File: config.mk
export PLATFORM = sky130hd
export DESIGN_NAME = capture_ctrl
export DESIGN_NICKNAME = d
export VERILOG_FILES = /design/src/rtl/capture_ctrl.sv
export SDC_FILE = /design/constraint.sdc
export NUM_CORES = 1
export LEC_CHECK = 0
export CORE_UTILIZATION = 51
export DETAILED_ROUTE_END_ITERATION = 10
export PLACE_DENSITY = 0.74
export SLEW_MARGIN = 25
export SYNTH_ARGS = -nofsm -noshare
export SYNTH_HDL_FRONTEND = slang
export SYNTH_SLANG_ARGS = --single-unit
File: constraint.sdc
create_clock -name clk -period 2.2 [get_ports clk]
set_input_delay 0.44 -clock clk [delete_from_list [all_inputs] [get_ports clk]]
set_output_delay 0.44 -clock clk [all_outputs]
set_load 0.05 [all_outputs]
File: src/rtl/capture_ctrl.sv
// ============================================================================
// capture_ctrl : sequences one pre/post-trigger capture into a circular RAM
// Rev 1.0
// ============================================================================
`default_nettype none

module capture_ctrl #(
  parameter int ENTRIES = 384,
  parameter int ADDR_W  = 9
) (
  input  logic              clk,
  input  logic              rst_n,
  input  logic              run,
  input  logic              stop,
  input  logic              clr_done,
  input  logic              wrt_smpl,
  input  logic              triggered,
  input  logic [ADDR_W-1:0] trig_pos,
  output logic              we,
  output logic [ADDR_W-1:0] waddr,
  output logic              armed,
  output logic              capture_done,
  output logic [ADDR_W-1:0] start_addr
);

  localparam logic [2:0] S_IDLE    = 3'd0;
  localparam logic [2:0] S_PREFILL = 3'd1;
  localparam logic [2:0] S_ARMED   = 3'd2;
  localparam logic [2:0] S_POST    = 3'd3;
  localparam logic [2:0] S_DONE    = 3'd4;

  localparam logic [ADDR_W:0]   C_ENTRIES = (ADDR_W+1)'(ENTRIES);
  localparam logic [ADDR_W-1:0] C_LAST    = ADDR_W'(ENTRIES - 1);

  logic [2:0]        state_q, state_d;
  logic [ADDR_W-1:0] waddr_q, waddr_d;
  logic [ADDR_W:0]   pre_cnt_q, pre_cnt_d;
  logic [ADDR_W:0]   post_cnt_q, post_cnt_d;
  logic [ADDR_W-1:0] tp_q, tp_d;
  logic              armed_q, armed_d;
  logic              done_q, done_d;
  logic [ADDR_W-1:0] start_q, start_d;

  logic [ADDR_W-1:0] w_tp_clamped;
  logic [ADDR_W-1:0] w_waddr_inc;
  logic [ADDR_W:0]   w_pre_inc;
  logic [ADDR_W:0]   w_post_inc;
  logic [ADDR_W:0]   w_arm_cnt;

  // Post-trigger length must leave at least one pre-trigger slot and be non-zero.
  always_comb begin
    if (trig_pos == '0)
      w_tp_clamped = ADDR_W'(1);
    else if ({1'b0, trig_pos} >= C_ENTRIES)
      w_tp_clamped = C_LAST;
    else
      w_tp_clamped = trig_pos;
  end

  assign w_waddr_inc = (waddr_q == C_LAST) ? '0 : waddr_q + 1'b1;
  assign w_pre_inc   = pre_cnt_q + 1'b1;
  assign w_post_inc  = post_cnt_q + 1'b1;
  assign w_arm_cnt   = C_ENTRIES - {1'b0, tp_q};

  // State register
  always_ff @(posedge clk or negedge rst_n) begin
    if (!rst_n) begin
      state_q    <= S_IDLE;
      waddr_q    <= '0;
      pre_cnt_q  <= '0;
      post_cnt_q <= '0;
      tp_q       <= '0;
      armed_q    <= 1'b0;
      done_q     <= 1'b0;
      start_q    <= '0;
    end else begin
      state_q    <= state_d;
      waddr_q    <= waddr_d;
      pre_cnt_q  <= pre_cnt_d;
      post_cnt_q <= post_cnt_d;
      tp_q       <= tp_d;
      armed_q    <= armed_d;
      done_q     <= done_d;
      start_q    <= start_d;
    end
  end

  // Next-state logic
  always_comb begin
    state_d    = state_q;
    waddr_d    = waddr_q;
    pre_cnt_d  = pre_cnt_q;
    post_cnt_d = post_cnt_q;
    tp_d       = tp_q;
    case (state_q)
      S_IDLE, S_DONE: begin
        if (run) begin
          state_d    = S_PREFILL;
          waddr_d    = '0;
          pre_cnt_d  = '0;
          post_cnt_d = '0;
          tp_d       = w_tp_clamped;
        end else if (clr_done && state_q == S_DONE) begin
          state_d = S_IDLE;
        end
      end
      S_PREFILL: begin
        if (stop) begin
          state_d = S_IDLE;
        end else if (wrt_smpl) begin
          waddr_d   = w_waddr_inc;
          pre_cnt_d = w_pre_inc;
          if (w_pre_inc == w_arm_cnt)
            state_d = S_ARMED;
        end
      end
      S_ARMED: begin
        if (stop) begin
          state_d = S_IDLE;
        end else if (wrt_smpl) begin
          waddr_d = w_waddr_inc;
          if (triggered) begin
            post_cnt_d = (ADDR_W+1)'(1);
            state_d    = (tp_q == ADDR_W'(1)) ? S_DONE : S_POST;
          end
        end
      end
      S_POST: begin
        if (stop) begin
          state_d = S_IDLE;
        end else if (wrt_smpl) begin
          waddr_d    = w_waddr_inc;
          post_cnt_d = w_post_inc;
          if (w_post_inc == {1'b0, tp_q})
            state_d = S_DONE;
        end
      end
      default: state_d = S_IDLE;
    endcase
  end

  // Output logic; start_addr captures the slot after the final write (oldest sample).
  always_comb begin
    we      = wrt_smpl & ((state_q == S_PREFILL) || (state_q == S_ARMED) ||
                          (state_q == S_POST));
    armed_d = (state_d == S_ARMED);
    done_d  = (state_d == S_DONE);
    start_d = (state_d == S_DONE) ? waddr_d : start_q;
  end

  assign waddr        = waddr_q;
  assign armed        = armed_q;
  assign capture_done = done_q;
  assign start_addr   = start_q;

endmodule

`default_nettype wire

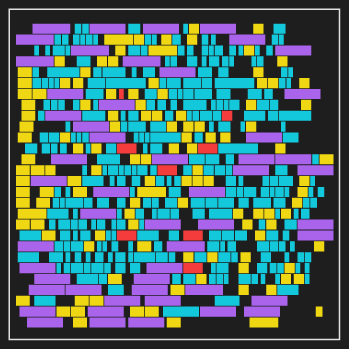
Fig. 1. Cell classes on the final placement.
Drawn at 4 px/um.
legend:
  clock drivers and dummy loads:
    color: red
    cells: 8
  remaining logic cells:
    color: cyan
    cells: 293
  remaining buffers and delay cells:
    color: yellow
    cells: 120
  sequential cells:
    color: purple
    cells: 52

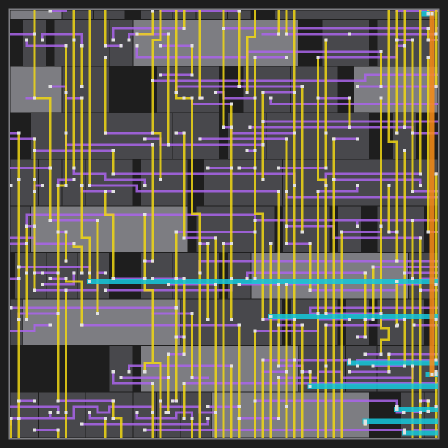
Fig. 2. Zoomed window.
Region (8, 49) to (33, 74) um. Cells in gray, sequential cells in the stronger gray; small squares are vias.
legend:
  M4:
    color: orange
  M3:
    color: cyan
  M1:
    color: purple
  M2:
    color: yellow
most frequent: buf_4 (14), nand2_1 (10), o21ai_0 (6)
sequential cells in the window: 7
cells with their middle in the window: 55
netlist names of flops here include: tp_q (5), pre_cnt_q (2)

==> run notes <==
Main metrics from the flow reports.

The count of inverters other than clock inverters in the layout came out at 11. The DRC marker count from the first detailed-route iteration is 155. The end-of-flow timing check tallies setup violations at 12. The maximum operating frequency is ~430 MHz. The final cell area excluding filler cells is ~4600 um^2. The tree is rooted in a sky130_fd_sc_hd__clkbuf_8. The type recorded for the worst min-delay path is in -> async. The report lists the power per cell area as between 500 and 600 nW/um^2. The power report shows net switching accounting for 34.1% of the total. The top cell type in the final layout, fill and taps aside, is sky130_fd_sc_hd__buf_4. After layout, the worst setup slack is -0.147 ns. The count of input and output buffers came out at 36.

The timing endpoint of the critical path is start_addr[4]. The clock-pin slew on the worst setup and hold paths came out at 0.10 ns. The cell family contributing the most delay on the critical path is AND-OR/OR-AND gates.

The final period demand of the worst path came out at approximately 2.3 ns. The width of the chip is 82.2 um. The pre-CTS setup slack is -0.381 ns.

The clock sink total is 52. The number of warning messages in the yosys log came out at 0. The internal power is 1.73 mW. The portion of netlist area occupied by mux cells came out at about 4.3%. The final reports fail on negative setup slack. The flow ran to the end, but the final reports show violations. The filler cell count came out at approximately 440.

Of all the cell area in the finished design, the clock network holds 2.04%. The final hold violation count came out at 0.
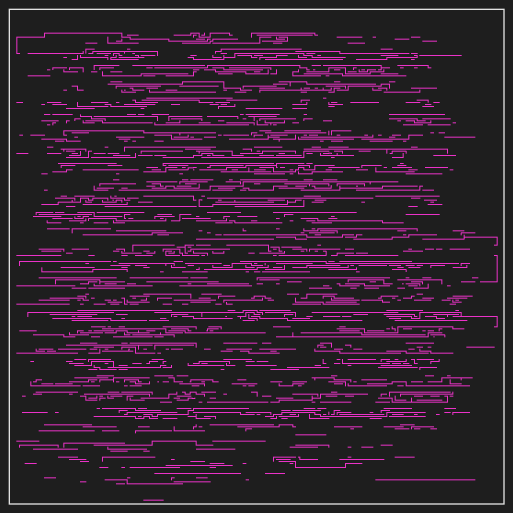
Fig. 3. Met1 routing.
Drawn at 6 px/um.
wire length on this layer: 4260 um
share of all routed wire: 47%
nets with wire on the layer: 460

Power figures rest on the tool's default switching activity, not on a simulated workload.
